### src/rtl/uart_prescaler.sv
`default_nettype none
// ============================================================================
// Module   : uart_prescaler
// Brief    : Board-clock divider producing a UART bit clock/tick, a heartbeat
//            blink, an RX activity link indicator and an RX break detector.
// Revision : 1.0  initial release
// ============================================================================
module uart_prescaler #(
   parameter int CLKRATE    = 12_000_000,
   parameter int BAUD0      = 300,
   parameter int BAUD1      = 9600,
   parameter int BAUD2      = 19200,
   parameter int BAUD3      = 115200,
   parameter int BLINKRATE  = 1,
   parameter int LINK_MS    = 50,
   parameter int BREAK_BITS = 11
) (
   input  logic       clk,
   input  logic       rst,
   input  logic       rx,
   input  logic [1:0] baud_sel,
   output logic       uart_clk,
   output logic       uart_tick,
   output logic       blink,
   output logic       link,
   output logic       rx_break
);

   localparam int HALF0 = CLKRATE / (2 * BAUD0);
   localparam int HALF1 = CLKRATE / (2 * BAUD1);
   localparam int HALF2 = CLKRATE / (2 * BAUD2);
   localparam int HALF3 = CLKRATE / (2 * BAUD3);
   localparam int HALF01   = (HALF0 > HALF1) ? HALF0 : HALF1;
   localparam int HALF23   = (HALF2 > HALF3) ? HALF2 : HALF3;
   localparam int HALF_MAX = (HALF01 > HALF23) ? HALF01 : HALF23;
   localparam int BCW      = (HALF_MAX > 1) ? $clog2(HALF_MAX) : 1;

   // Terminal counts are stored as HALF-1 so a power-of-two HALF still fits BCW bits.
   localparam logic [BCW-1:0] C_TOP0 = BCW'(HALF0 - 1);
   localparam logic [BCW-1:0] C_TOP1 = BCW'(HALF1 - 1);
   localparam logic [BCW-1:0] C_TOP2 = BCW'(HALF2 - 1);
   localparam logic [BCW-1:0] C_TOP3 = BCW'(HALF3 - 1);

   localparam int BLINK_HALF = CLKRATE / (2 * BLINKRATE);
   localparam int BLW        = (BLINK_HALF > 1) ? $clog2(BLINK_HALF) : 1;
   localparam logic [BLW-1:0] C_BLINK_TOP = BLW'(BLINK_HALF - 1);

   localparam int LINK_CYC = CLKRATE / 1000 * LINK_MS;
   localparam int LW       = $clog2(LINK_CYC + 1);
   localparam logic [LW-1:0] C_LINK_LOAD = LW'(LINK_CYC);

   localparam int BRW = $clog2(BREAK_BITS + 1);
   localparam logic [BRW-1:0] C_BREAK_MAX = BRW'(BREAK_BITS);

   logic [BCW-1:0] r_baud_cnt;
   logic [1:0]     r_sel;
   logic [BCW-1:0] w_top;
   logic           w_wrap;
   logic           r_uclk_d;

   logic [BLW-1:0] r_blink_cnt;

   logic           r_rx_m;
   logic           r_rx_s;
   logic           r_rx_d;
   logic           w_rx_edge;

   logic [LW-1:0]  r_link_cnt;
   logic [LW-1:0]  w_link_next;

   logic [BRW-1:0] r_brk_cnt;
   logic [BRW-1:0] w_brk_next;

   always_comb begin
      w_top = C_TOP0;
      unique case (r_sel)
         2'd0:    w_top = C_TOP0;
         2'd1:    w_top = C_TOP1;
         2'd2:    w_top = C_TOP2;
         default: w_top = C_TOP3;
      endcase
   end

   assign w_wrap = (r_baud_cnt == w_top);

   // The select is only sampled at a half-period boundary, so no runt halves occur.
   always_ff @(posedge clk or posedge rst) begin
      if (rst) begin
         r_baud_cnt <= '0;
         r_sel      <= 2'd0;
         uart_clk   <= 1'b0;
         r_uclk_d   <= 1'b0;
         uart_tick  <= 1'b0;
      end else begin
         if (w_wrap) begin
            r_baud_cnt <= '0;
            uart_clk   <= ~uart_clk;
            r_sel      <= baud_sel;
         end else begin
            r_baud_cnt <= r_baud_cnt + BCW'(1);
         end
         r_uclk_d  <= uart_clk;
         uart_tick <= uart_clk & ~r_uclk_d;
      end
   end

   always_ff @(posedge clk or posedge rst) begin
      if (rst) begin
         r_blink_cnt <= '0;
         blink       <= 1'b0;
      end else if (r_blink_cnt == C_BLINK_TOP) begin
         r_blink_cnt <= '0;
         blink       <= ~blink;
      end else begin
         r_blink_cnt <= r_blink_cnt + BLW'(1);
      end
   end

   always_ff @(posedge clk or posedge rst) begin
      if (rst) begin
         r_rx_m <= 1'b1;
         r_rx_s <= 1'b1;
         r_rx_d <= 1'b1;
      end else begin
         r_rx_m <= rx;
         r_rx_s <= r_rx_m;
         r_rx_d <= r_rx_s;
      end
   end

   assign w_rx_edge = r_rx_s ^ r_rx_d;

   // link is registered from the next count so it rises on the reload cycle itself.
   always_comb begin
      w_link_next = r_link_cnt;
      if (w_rx_edge) begin
         w_link_next = C_LINK_LOAD;
      end else if (r_link_cnt != '0) begin
         w_link_next = r_link_cnt - LW'(1);
      end
   end

   always_ff @(posedge clk or posedge rst) begin
      if (rst) begin
         r_link_cnt <= '0;
         link       <= 1'b0;
      end else begin
         r_link_cnt <= w_link_next;
         link       <= (w_link_next != '0);
      end
   end

   always_comb begin
      w_brk_next = r_brk_cnt;
      if (r_rx_s) begin
         w_brk_next = '0;
      end else if (uart_tick && (r_brk_cnt != C_BREAK_MAX)) begin
         w_brk_next = r_brk_cnt + BRW'(1);
      end
   end

   always_ff @(posedge clk or posedge rst) begin
      if (rst) begin
         r_brk_cnt <= '0;
         rx_break  <= 1'b0;
      end else begin
         r_brk_cnt <= w_brk_next;
         rx_break  <= (w_brk_next == C_BREAK_MAX);
      end
   end

endmodule
`default_nettype wire
### config.mk
export PLATFORM = sky130hd
export DESIGN_NAME = uart_prescaler
export DESIGN_NICKNAME = d
export VERILOG_FILES = /design/src/rtl/uart_prescaler.sv
export SDC_FILE = /design/constraint.sdc
export NUM_CORES = 1
export LEC_CHECK = 0
export ABC_AREA = 1
export CORE_ASPECT_RATIO = 1.4
export CORE_UTILIZATION = 55
export DETAILED_ROUTE_END_ITERATION = 6
export HOLD_SLACK_MARGIN = 0.1
export PLACE_DENSITY = 0.7
export RECOVER_POWER = 50
export SETUP_SLACK_MARGIN = 0.02
export SLEW_MARGIN = 20
export SYNTH_ARGS = -nofsm -noshare
export SYNTH_HDL_FRONTEND = slang
export SYNTH_SLANG_ARGS = --single-unit
export TNS_END_PERCENT = 30
### constraint.sdc
create_clock -name clk -period 3.25 [get_ports clk]
set_input_delay 0.65 -clock clk [delete_from_list [all_inputs] [get_ports clk]]
set_output_delay 0.65 -clock clk [all_outputs]
set_load 0.02 [all_outputs]
Clock distribution:
Drawn at 2 px/um.
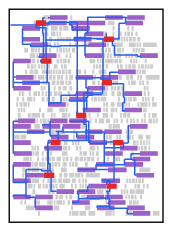
- clock wires: blue (length 997 um)
- cells driving clock nets: red (count 9)
- flip-flops: purple (count 73)
- flops lie: all over the die
- routed clock nets: 10

==> impl_metrics.toml <==
# implementation run metrics
[status]
outcome = "complete, no violations"

[synthesis]
synth_seq_share = 0.4328
syn_avg_cell_area_um2 = 7.760

[global_routing]
grt.total_usage = 0.2396

[power]
p_int_w = 0.001341
pwr-share-clk = 0.340
switching_power_w = 0.0005979

[job]
warnings = 27

[critical_path]
worstSetupPathType = "flop to flop"
crit_buf_inv = 2
end_kind = "flop"
path_cells = "inv_1, ha_1, nand2_2, nor2_1, nand2_1, nand2_1, nand2_1, nand3_1, nand2_1, inv_1, nand3_1, nor2_1, nand2_1"
startpoint = "r_link_cnt[0]$_DFF_PP0_"

[cts]
path_clk_slew_ns = 0.08
cts_buffer_depth = 2

[final_timing]
tns_ns = 0
timing.final.crit_share = 0.6293
maxSlewViolCount = 0

[finish]
finalNetCount = 572
final_layout_size_suffix_gt1_frac = 0.09171
Cells coloured by class:
Drawn at 2 px/um.
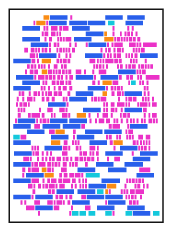
- all other logic: magenta (cells 467)
- other buffers and delay cells: cyan (cells 11)
- flip-flops: blue (cells 73)
- clock drivers and dummy loads: orange (cells 16)

==> worst min path at each step <==
stage                     depth (start not counted)               end  slack, ns              from
after floorplan                                   0  r_rx_s$_DFF_PP1_       0.35  r_rx_m$_DFF_PP1_
after global placement                            0  r_rx_s$_DFF_PP1_       0.35  r_rx_m$_DFF_PP1_
after detailed placement                          0  r_rx_s$_DFF_PP1_       0.35  r_rx_m$_DFF_PP1_
after CTS                                         0  r_rx_s$_DFF_PP1_       0.35  r_rx_m$_DFF_PP1_
after global routing                              0  r_rx_s$_DFF_PP1_       0.35  r_rx_m$_DFF_PP1_
final                                             0  r_rx_s$_DFF_PP1_       0.36  r_rx_m$_DFF_PP1_
==> layer usage <==
layer / up-vias / GRT usage / share of wire
met5: - / 0 / 0
met4: 0 / 0.1387 / 0.033
met3: 27 / 0.04069 / 0.029
met2: 70 / 0.4052 / 0.50
met1: 1673 / 0.2871 / 0.44
li1: 1792 / - / -
==> kinds of logic after synthesis <==
logic type	synth area share
and+or+nand+nor	0.3595
buffers and inverters	0.08047
DFF	0.4328
AOI/OAI and AO/OA	0.05266
xor gates and xnor gates	0.05976
adders and majority gates	0.01479
==> power by group through the flow <==
stage / Clock [W] / Combinational [W] / Sequential, W
final: 0.000659 / 0.000295 / 0.000984
after global routing: 0.000719 / 0.000334 / 0.000989
after CTS: 0.000681 / 0.000296 / 0.000985
after detailed placement: 0 / 0.000293 / 0.00100
after global placement: 0 / 0.000288 / 0.00100
after floorplan: 0 / 0.000228 / 0.000994
==> sequential cells by signal, summed over array words and instances (netlist names) <==
| register | cells |
|---|---|
| r_blink_cnt | 23 |
| r_link_cnt | 20 |
| r_baud_cnt | 15 |
| r_brk_cnt | 4 |
| r_sel | 2 |
| blink | 1 |
| link | 1 |
| r_rx_d | 1 |
| r_rx_m | 1 |
| r_rx_s | 1 |
| r_uclk_d | 1 |
| rx_break | 1 |
| uart_clk | 1 |
| uart_tick | 1 |
==> synth_stat cells (6+ instances only) <==
| master | count | area share |
|---|---|---|
| a21oi_1 | 16 | 0.019 |
| o21ai_0 | 9 | 0.011 |
| nand2_1 | 112 | 0.099 |
| nand4_1 | 23 | 0.034 |
| nor3_1 | 21 | 0.025 |
| nand2_2 | 7 | 0.010 |
| nor2_2 | 9 | 0.013 |
| nor2_4 | 6 | 0.016 |
| nand3_1 | 34 | 0.040 |
| nand3b_1 | 6 | 0.011 |
| xor2_1 | 22 | 0.046 |
| inv_1 | 79 | 0.070 |
| nor2_1 | 77 | 0.068 |
| dfrtp_1 | 70 | 0.41 |
==> layout make-up <==
type | instances | area (um2) | share of cell area
sequential | 73 | 1831 | 0.3983
inverter | 80 | 300.3 | 0.06534
multi-input combinational | 387 | 2046 | 0.4451
timing repair buffer | 11 | 117.6 | 0.02559
clock buffer | 10 | 137.6 | 0.02995
tap | 97 | 121.4 | 0.02641
clock inverter | 6 | 42.54 | 0.009257
Power figures rest on the tool's default switching activity, not on a simulated workload.
